===== src/rtl/stage_id_reg.sv =====
`default_nettype none
// ============================================================================
// Module   : stage_id_reg
// Purpose  : Registered RV32I decode stage. Decodes one IF/ID instruction,
//            selects operands with EXE/MEM forwarding, resolves jumps and
//            branches (one-cycle redirect pulse) and holds the result in an
//            ID/EX register with valid/stall/flush handshake, a load-use
//            interlock and a saturating stall-cycle counter.
// Ports    : clk, rst (async, active high), rdy (global run enable)
//            if_valid_i, pc_i, inst_i          - instruction from IF/ID
//            id_ready_o                        - instruction accepted
//            rs1/rs2_addr_o, rs1/rs2_data_i    - register file read port
//            exe_*_i, mem_*_i                  - forwarding sources
//            ex_stall_i, flush_i               - downstream handshake
//            ex_valid_o .. wreg_o              - ID/EX register contents
//            branch_taken_o, branch_addr_o     - redirect pulse and target
//            stall_cnt_o                       - load-use stall cycle count
// Revision : 1.0 - initial release
// ============================================================================
module stage_id_reg #(
  parameter int XLEN  = 32,
  parameter int CNT_W = 16
) (
  input  logic             clk,
  input  logic             rst,
  input  logic             rdy,
  input  logic             if_valid_i,
  input  logic [XLEN-1:0]  pc_i,
  input  logic [31:0]      inst_i,
  output logic             id_ready_o,
  output logic [4:0]       rs1_addr_o,
  output logic [4:0]       rs2_addr_o,
  input  logic [XLEN-1:0]  rs1_data_i,
  input  logic [XLEN-1:0]  rs2_data_i,
  input  logic             exe_wreg_i,
  input  logic [4:0]       exe_wd_i,
  input  logic [XLEN-1:0]  exe_wdata_i,
  input  logic             exe_is_load_i,
  input  logic             mem_wreg_i,
  input  logic [4:0]       mem_wd_i,
  input  logic [XLEN-1:0]  mem_wdata_i,
  input  logic             ex_stall_i,
  input  logic             flush_i,
  output logic             ex_valid_o,
  output logic [XLEN-1:0]  pc_o,
  output logic [6:0]       opcode_o,
  output logic [2:0]       func3_o,
  output logic [6:0]       func7_o,
  output logic [XLEN-1:0]  data1_o,
  output logic [XLEN-1:0]  data2_o,
  output logic [XLEN-1:0]  ls_offset_o,
  output logic [4:0]       wd_o,
  output logic             wreg_o,
  output logic             branch_taken_o,
  output logic [XLEN-1:0]  branch_addr_o,
  output logic [CNT_W-1:0] stall_cnt_o
);

  localparam logic [6:0] c_op_lui    = 7'b0110111;
  localparam logic [6:0] c_op_auipc  = 7'b0010111;
  localparam logic [6:0] c_op_jal    = 7'b1101111;
  localparam logic [6:0] c_op_jalr   = 7'b1100111;
  localparam logic [6:0] c_op_branch = 7'b1100011;
  localparam logic [6:0] c_op_load   = 7'b0000011;
  localparam logic [6:0] c_op_store  = 7'b0100011;
  localparam logic [6:0] c_op_imm    = 7'b0010011;
  localparam logic [6:0] c_op_op     = 7'b0110011;

  // Sign-extend a 32-bit immediate to the datapath width.
  function automatic logic [XLEN-1:0] sext32(input logic [31:0] v);
    logic [XLEN-1:0] r;
    r       = {XLEN{v[31]}};
    r[31:0] = v;
    return r;
  endfunction

  // Operand source priority: x0, then EXE result, then MEM result, then RF.
  function automatic logic [XLEN-1:0] pick_operand(
    input logic [4:0]      addr,
    input logic [XLEN-1:0] rf_data,
    input logic            ew,
    input logic [4:0]      ed,
    input logic [XLEN-1:0] edata,
    input logic            mw,
    input logic [4:0]      md,
    input logic [XLEN-1:0] mdata
  );
    if (addr == 5'd0)            return '0;
    else if (ew && (ed == addr)) return edata;
    else if (mw && (md == addr)) return mdata;
    else                         return rf_data;
  endfunction

  logic [6:0]      w_opcode;
  logic [2:0]      w_func3;
  logic [4:0]      w_rd;
  logic [XLEN-1:0] w_imm_i, w_imm_s, w_imm_b, w_imm_u, w_imm_j, w_shamt;
  logic [XLEN-1:0] w_op1, w_op2, w_link, w_jalr_sum;
  logic [XLEN-1:0] w_data1, w_data2, w_ls_offset, w_target;
  logic            w_legal, w_rs1_read, w_rs2_read, w_wreg, w_take, w_cond;
  logic            w_hazard, w_accept, w_cnt_inc;

  assign w_opcode   = inst_i[6:0];
  assign w_func3    = inst_i[14:12];
  assign w_rd       = inst_i[11:7];
  assign rs1_addr_o = inst_i[19:15];
  assign rs2_addr_o = inst_i[24:20];

  assign w_imm_i = sext32({{20{inst_i[31]}}, inst_i[31:20]});
  assign w_imm_s = sext32({{20{inst_i[31]}}, inst_i[31:25], inst_i[11:7]});
  assign w_imm_b = sext32({{19{inst_i[31]}}, inst_i[31], inst_i[7],
                           inst_i[30:25], inst_i[11:8], 1'b0});
  assign w_imm_u = sext32({inst_i[31:12], 12'b0});
  assign w_imm_j = sext32({{11{inst_i[31]}}, inst_i[31], inst_i[19:12],
                           inst_i[20], inst_i[30:21], 1'b0});
  assign w_shamt = {{(XLEN-5){1'b0}}, inst_i[24:20]};

  assign w_op1 = pick_operand(rs1_addr_o, rs1_data_i, exe_wreg_i, exe_wd_i,
                              exe_wdata_i, mem_wreg_i, mem_wd_i, mem_wdata_i);
  assign w_op2 = pick_operand(rs2_addr_o, rs2_data_i, exe_wreg_i, exe_wd_i,
                              exe_wdata_i, mem_wreg_i, mem_wd_i, mem_wdata_i);

  assign w_link     = pc_i + XLEN'(4);
  assign w_jalr_sum = w_op1 + w_imm_i;

  always_comb begin
    w_cond = 1'b0;
    case (w_func3)
      3'b000:  w_cond = (w_op1 == w_op2);
      3'b001:  w_cond = (w_op1 != w_op2);
      3'b100:  w_cond = ($signed(w_op1) <  $signed(w_op2));
      3'b101:  w_cond = ($signed(w_op1) >= $signed(w_op2));
      3'b110:  w_cond = (w_op1 <  w_op2);
      3'b111:  w_cond = (w_op1 >= w_op2);
      default: w_cond = 1'b0;
    endcase
  end

  // Instruction decode. An all-zero word has opcode 0 and lands in default.
  always_comb begin
    w_legal     = 1'b0;
    w_rs1_read  = 1'b0;
    w_rs2_read  = 1'b0;
    w_wreg      = 1'b0;
    w_take      = 1'b0;
    w_target    = pc_i + w_imm_b;
    w_data1     = w_op1;
    w_data2     = '0;
    w_ls_offset = '0;
    case (w_opcode)
      c_op_lui: begin
        w_legal = 1'b1; w_wreg = 1'b1; w_data1 = w_imm_u;
      end
      c_op_auipc: begin
        w_legal = 1'b1; w_wreg = 1'b1; w_data1 = pc_i + w_imm_u;
      end
      c_op_jal: begin
        w_legal = 1'b1; w_wreg = 1'b1; w_data1 = w_link;
        w_take  = 1'b1; w_target = pc_i + w_imm_j;
      end
      c_op_jalr: begin
        w_legal = 1'b1; w_wreg = 1'b1; w_rs1_read = 1'b1; w_data1 = w_link;
        w_take  = 1'b1; w_target = {w_jalr_sum[XLEN-1:1], 1'b0};
      end
      c_op_branch: begin
        w_legal = 1'b1; w_rs1_read = 1'b1; w_rs2_read = 1'b1;
        w_data2 = w_op2; w_take = w_cond;
      end
      c_op_load: begin
        w_legal = 1'b1; w_wreg = 1'b1; w_rs1_read = 1'b1; w_ls_offset = w_imm_i;
      end
      c_op_store: begin
        w_legal = 1'b1; w_rs1_read = 1'b1; w_rs2_read = 1'b1;
        w_data2 = w_op2; w_ls_offset = w_imm_s;
      end
      c_op_imm: begin
        w_legal = 1'b1; w_wreg = 1'b1; w_rs1_read = 1'b1;
        // Shifts carry only shamt; func7 travels separately to mark SRAI.
        w_data2 = ((w_func3 == 3'b001) || (w_func3 == 3'b101)) ? w_shamt : w_imm_i;
      end
      c_op_op: begin
        w_legal = 1'b1; w_wreg = 1'b1; w_rs1_read = 1'b1; w_rs2_read = 1'b1;
        w_data2 = w_op2;
      end
      default: ;
    endcase
  end

  // Load-use: the EXE load result is not available for forwarding yet.
  assign w_hazard = if_valid_i & exe_wreg_i & exe_is_load_i & (exe_wd_i != 5'd0) &
                    ((w_rs1_read & (rs1_addr_o == exe_wd_i)) |
                     (w_rs2_read & (rs2_addr_o == exe_wd_i)));

  assign id_ready_o = rdy & ~w_hazard & ~ex_stall_i;
  assign w_accept   = if_valid_i & id_ready_o & ~flush_i;
  assign w_cnt_inc  = w_hazard & ~flush_i;

  always_ff @(posedge clk or posedge rst) begin
    if (rst) begin
      ex_valid_o     <= 1'b0;
      pc_o           <= '0;
      opcode_o       <= '0;
      func3_o        <= '0;
      func7_o        <= '0;
      data1_o        <= '0;
      data2_o        <= '0;
      ls_offset_o    <= '0;
      wd_o           <= '0;
      wreg_o         <= 1'b0;
      branch_taken_o <= 1'b0;
      branch_addr_o  <= '0;
      stall_cnt_o    <= '0;
    end else if (rdy) begin
      if (w_cnt_inc && (stall_cnt_o != {CNT_W{1'b1}})) begin
        stall_cnt_o <= stall_cnt_o + CNT_W'(1);
      end
      if (flush_i) begin
        ex_valid_o     <= 1'b0;
        branch_taken_o <= 1'b0;
      end else if (ex_stall_i) begin
        branch_taken_o <= 1'b0;
      end else if (w_accept && w_legal) begin
        ex_valid_o     <= 1'b1;
        pc_o           <= pc_i;
        opcode_o       <= w_opcode;
        func3_o        <= w_func3;
        func7_o        <= inst_i[31:25];
        data1_o        <= w_data1;
        data2_o        <= w_data2;
        ls_offset_o    <= w_ls_offset;
        wd_o           <= w_rd;
        wreg_o         <= w_wreg;
        branch_taken_o <= w_take;
        if (w_take) begin
          branch_addr_o <= w_target;
        end
      end else begin
        ex_valid_o     <= 1'b0;
        wreg_o         <= 1'b0;
        branch_taken_o <= 1'b0;
      end
    end
  end

endmodule
`default_nettype wire


===== config.mk =====
export PLATFORM = sky130hd
export DESIGN_NAME = stage_id_reg
export DESIGN_NICKNAME = d
export VERILOG_FILES = /design/src/rtl/stage_id_reg.sv
export SDC_FILE = /design/constraint.sdc
export NUM_CORES = 1
export LEC_CHECK = 0
export CORE_MARGIN = 2
export CORE_UTILIZATION = 45
export CTS_BUF_LIST = sky130_fd_sc_hd__clkbuf_16
export DETAILED_ROUTE_END_ITERATION = 7
export PLACE_DENSITY = 0.76
export SYNTH_ARGS = -nofsm -noshare
export SYNTH_HDL_FRONTEND = slang
export SYNTH_SLANG_ARGS = --single-unit

===== constraint.sdc =====
create_clock -name clk -period 18.8 [get_ports clk]
set_clock_uncertainty 0.1 [all_clocks]
set_input_delay 3.76 -clock clk [delete_from_list [all_inputs] [get_ports clk]]
set_output_delay 3.76 -clock clk [all_outputs]
set_load 0.05 [all_outputs]

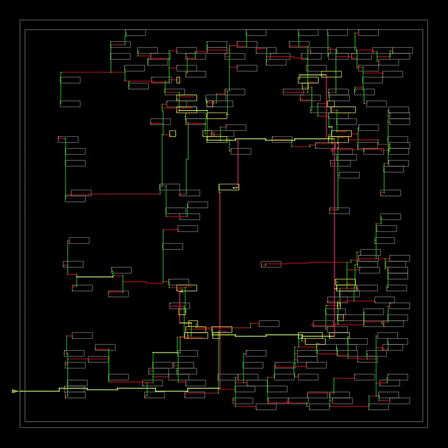
run_1/clock_nets.png
TritonCTS buffer count: 17
total number of sequential cells: 181
CLK BUF: 17

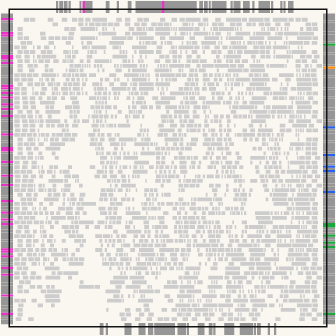
run_1/pinout.png
Pins as bars across the die edge, other pins in gray.
port	color	pins	direction	edge
`func7_o`	green	7	output	right
`rs1_addr_o`	blue	5	output	right
`rs1_data_i`	magenta	32	input	30 left, 2 top
`exe_wreg_i`	orange	1	input	right
all pins by edge	135 left, 135 right, 94 top, 59 bottom
height of the chip: 187 um
count of buffers from port buffering: 422

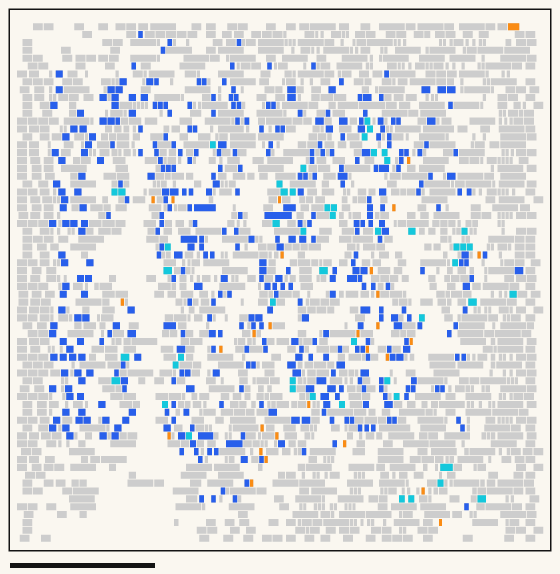
run_1/gates.png
Bar = 50 um.
family	color	cells	most used
aoi and oai cells	blue	423	a21oi_1
and/or cells	cyan	50	and3_1
inv cells	orange	29	inv_1

==> Slide: Implementation Results, run 1 <==
Synthesis and Place & Route Summary

Clock tree
  • H-tree levels: 4
  • Clock tree root buffer cell: clkbuf_16
  • CTS hold repair buffers: 0
  • CTS clock-pin slew for the worst setup and hold paths: 0.07 ns

Power
  • Static leakage: 8.71 nW
  • Sw Ratio: 38.5%

Synthesis
  • Aoi share: 23.6%
  • FFs w/ async S/R, synth: 100%

Floorplan
  • CORE AREA: 0.0327 mm2
  • Site Rows: 66

Route
  • Post-Route WL: 57.6 mm
  • # DRC: 0

Status
  • Status: finished, final reports clean

Timing
  • Final setup fails: 0
  • Fin crit period: 11.17 ns
  • Slew Viols, Final: 0

Critical path
  • Critical Path Fanout Max: 27
  • Critical path type: in2out
  • Crit-path cells: clkdlybuf4s50_1 > nand2b_1 > or2_2 > o31ai_1 > nand4b_1 > a21oi_1 > nor2_1 > clkdlybuf4s50_1
  • Most used cell along the critical path: clkdlybuf4s50_1

Place
  • Placer Congestion: 0.954
  • Area after DPL: 0.0194 mm2

Layout
  • Layout cells sized above 1: 4.67%
  • Cell area after layout: 0.0200 mm2
run 1: power by group through the flow:
stage / clock (W) / combinational (W) / sequential [W]
after global placement: 0 / 0.000525 / 0.000444
after CTS: 0.000371 / 0.000534 / 0.000438
after global routing: 0.000389 / 0.000573 / 0.000441
after floorplan: 0 / 0.000225 / 0.000550
after detailed placement: 0 / 0.000531 / 0.000445
final: 0.000368 / 0.000538 / 0.000438
run 1: sequential cells by signal (all words and copies together) (netlist names):
name            cells
func7_o             7
pc_o               32
data1_o            32
wreg_o              1
branch_taken_o      1
branch_addr_o      32
opcode_o            7
ex_valid_o          1
wd_o                5
func3_o             3
stall_cnt_o        16
ls_offset_o        12
data2_o            32
run 1: cell usage after synthesis (11+ instances only):
library cell / number
a211oi_1: 36
nand2b_1: 20
o21ai_0: 116
a31oi_1: 14
nand4_1: 18
nor3_1: 16
dfrtp_1: 181
a221oi_1: 19
xor2_1: 56
and3_1: 21
mux2i_1: 71
nor2_1: 137
o211ai_1: 57
o21a_1: 32
mux2_2: 11
inv_1: 29
buf_4: 30
xnor2_1: 70
a21o_1: 42
nand2_1: 341
a21oi_1: 121
clkbuf_1: 87
nand3_1: 34
ha_1: 113
run 1: cell families (layout without fill, tap and decap cells):
| family | Yosys count | after routing |
|---|---|---|
| AND-OR/OR-AND | 532 | 532 |
| flip-flops | 181 | 181 |
| other | 0 | 1 |
| AND/OR/NAND/NOR | 639 | 639 |
| adder cells (fa/ha/maj) | 116 | 116 |
| multiplexers | 82 | 82 |
| XOR/XNOR | 126 | 126 |
| buffers and inverters | 160 | 507 |
run 1: worst paths after layout:
check,start,to,slack (ns),cells after the start
setup / recovery,inst_i[5],id_ready_o,7.63,8
hold / removal,opcode_o[1],opcode_o[1],0.37,1
setup reg to reg,stall_cnt_o[2],stall_cnt_o[12],16.52,9
hold reg to reg,opcode_o[1],opcode_o[1],0.37,1
max in group asynchronous,rst,branch_addr_o[10],13.34,3
min in group asynchronous,rst,wd_o[3],3.80,2
run 1: layer usage:
layer	GRT usage (%)	share of wire (%)	vias up
li1	-	-	7238
met1	43.7	41	7360
met2	52.5	46	894
met3	6.28	10	100
met4	10.5	2.8	0
met5	0	0	-
run 1: layout make-up:
cell class	count	area, um2	share of cell area, %
multi-input cells	1495	9780	49.0
flip-flops and latches	181	4530	22.7
repair buffers	447	4410	22.1
well taps	442	553	2.77
clock buffers	17	425	2.13
clock inverters	14	150	0.752
inverters	29	116	0.583
diodes	1	2.50	0.0125
run 1: worst max-delay path: cells and delay by family:
kind / cells / cell delay [ns]
AND-OR/OR-AND: 2 / 0.72
buffers and inverters: 2 / 1.89
AND/OR/NAND/NOR: 4 / 0.93
run 1: metrics by stage:
step,total power (W),setup slack [ns]
floorplan,0.000775,9.73
global placement,0.000969,7.85
detailed placement,0.000976,7.73
CTS,0.00134,7.67
global route,0.00140,7.44
finish,0.00134,7.63
==> run 2, diff against run 1 <==
clock period = 11.16 ns   (was 18.8 ns; I/O delays follow)
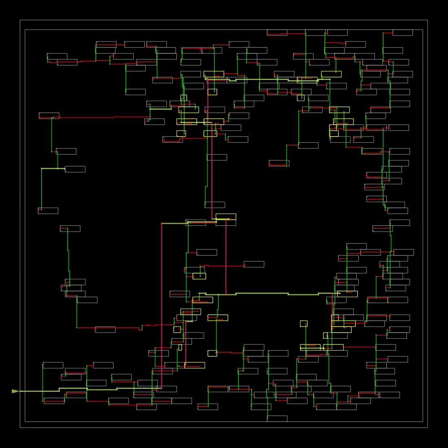
run_2/clock_nets.png
Sink Count: 181
Late-Pin Clk Latency: 0.44 ns
Clock Power: 0.000627 W

==> Slide: Implementation Results, run 2 <==
Synthesis and Place & Route Summary

Floorplan
  • Site Rows: 66
  • CORE AREA: 0.0327 mm2
  • Height of the chip: 187 um

Place
  • Placer Congestion: 0.959
  • Count of buffers from port buffering: 422
  • Pre-CTS setup slack: 2.24 ns

Clock tree
  • H-tree levels: 4
  • Clock tree root buffer cell: clkbuf_16
  • CTS hold repair buffers: 0

Layout
  • Final Core Density: 61.1%
  • Layout cells sized above 1: 4.85%

Critical path
  • CP bufs+invs: 2
  • Reg2reg start: stall_cnt_o[2]
  • Critical Path Fanout Max: 47
  • Crit-path cells: clkdlybuf4s50_1 > xor2_1 > nor4_4 > and3_2 > mux2i_1 > a211oi_1 > ha_1 > nand4_1 > or3_1 > o221a_2 > o211ai_1 > mux2i_1 > mux2i_1 > o22a_2 > buf_4 > mux2_2
  • Beginning of the critical path: inst_i[19]
  • Worst path top cell family by delay: AND-OR/OR-AND gates
  • Critical path type: in2reg

Timing
  • Fin crit period: 8.67 ns
  • Final worst slack: 2.49 ns
  • Slew Viols, Final: 0
  • Final setup fails: 0

Power
  • Static leakage: 8.73 nW
  • Tot Pwr: 0.00228 W

Synthesis
  • Synth cell count leaders: 341 x nand2_1, 181 x dfrtp_1, 137 x nor2_1

Status
  • Status: finished, final reports clean

Worst hold path
  • Start point of the worst hold path: ls_offset_o[10]
## run 2: cell counts after synthesis
Identical to the previous run, type by type.
## run 2: routing by layer
metal	vias up	wire, um	track usage [%]
li1	7242	-	-
met1	7455	25600	45.5
met2	872	26800	53.6
met3	90	6050	8.03
met4	0	1790	10.7
met5	-	0	0
## run 2: kinds of logic (layout without fill, tap and decap cells)
family / count (synthesis) / in the layout
AOI/OAI and AO/OA: 532 / 532
xor gates and xnor gates: 126 / 126
adders and majority gates: 116 / 116
buffers and inverters: 160 / 508
DFF: 181 / 181
muxes: 82 / 82
other: 0 / 1
and+or+nand+nor: 639 / 639
## run 2: where the power goes
group	total (W)	internal (W)	switching (W)
Combinational	0.000918	0.000353	0.000565
Clock	0.000627	0.000319	0.000308
Sequential	0.000736	0.000706	0.0000299
## run 2: tightest hold or removal path, stage by stage (launching register included)
cell     delay (ns)
dfrtp_1        0.35
nand2_1        0.05
nand2_1        0.05
## run 2: cell type report
cell class	count	area [um2]
tap	442	553
multi-input combinational	1495	9790
inverter	29	116
timing repair buffer	447	4410
clock buffer	17	425
sequential	181	4530
fill	2937	12700
antenna	1	2.50
clock inverter	15	168
## run 2: final timing paths
path	to	slack, ns	depth (start not counted)
hold / removal	ls_offset_o[10]	0.37	2
max in group asynchronous	pc_o[13]	7.24	3
setup / recovery	branch_addr_o[29]	2.49	16
min in group asynchronous	opcode_o[1]	2.24	2
setup reg to reg	stall_cnt_o[12]	8.87	9
hold reg to reg	ls_offset_o[10]	0.37	2
## run 2: per-stage QoR
step	area [um2]	std cells	hold slack, ns
detailed placement	19400	2594	0.355
global route	20000	2627	0.397
global placement	19400	2594	0.348
floorplan	15000	1836	0.640
finish	20000	2627	0.370
CTS	20000	2626	0.373
No activity file was given, so power comes from the tool's default toggle rates.
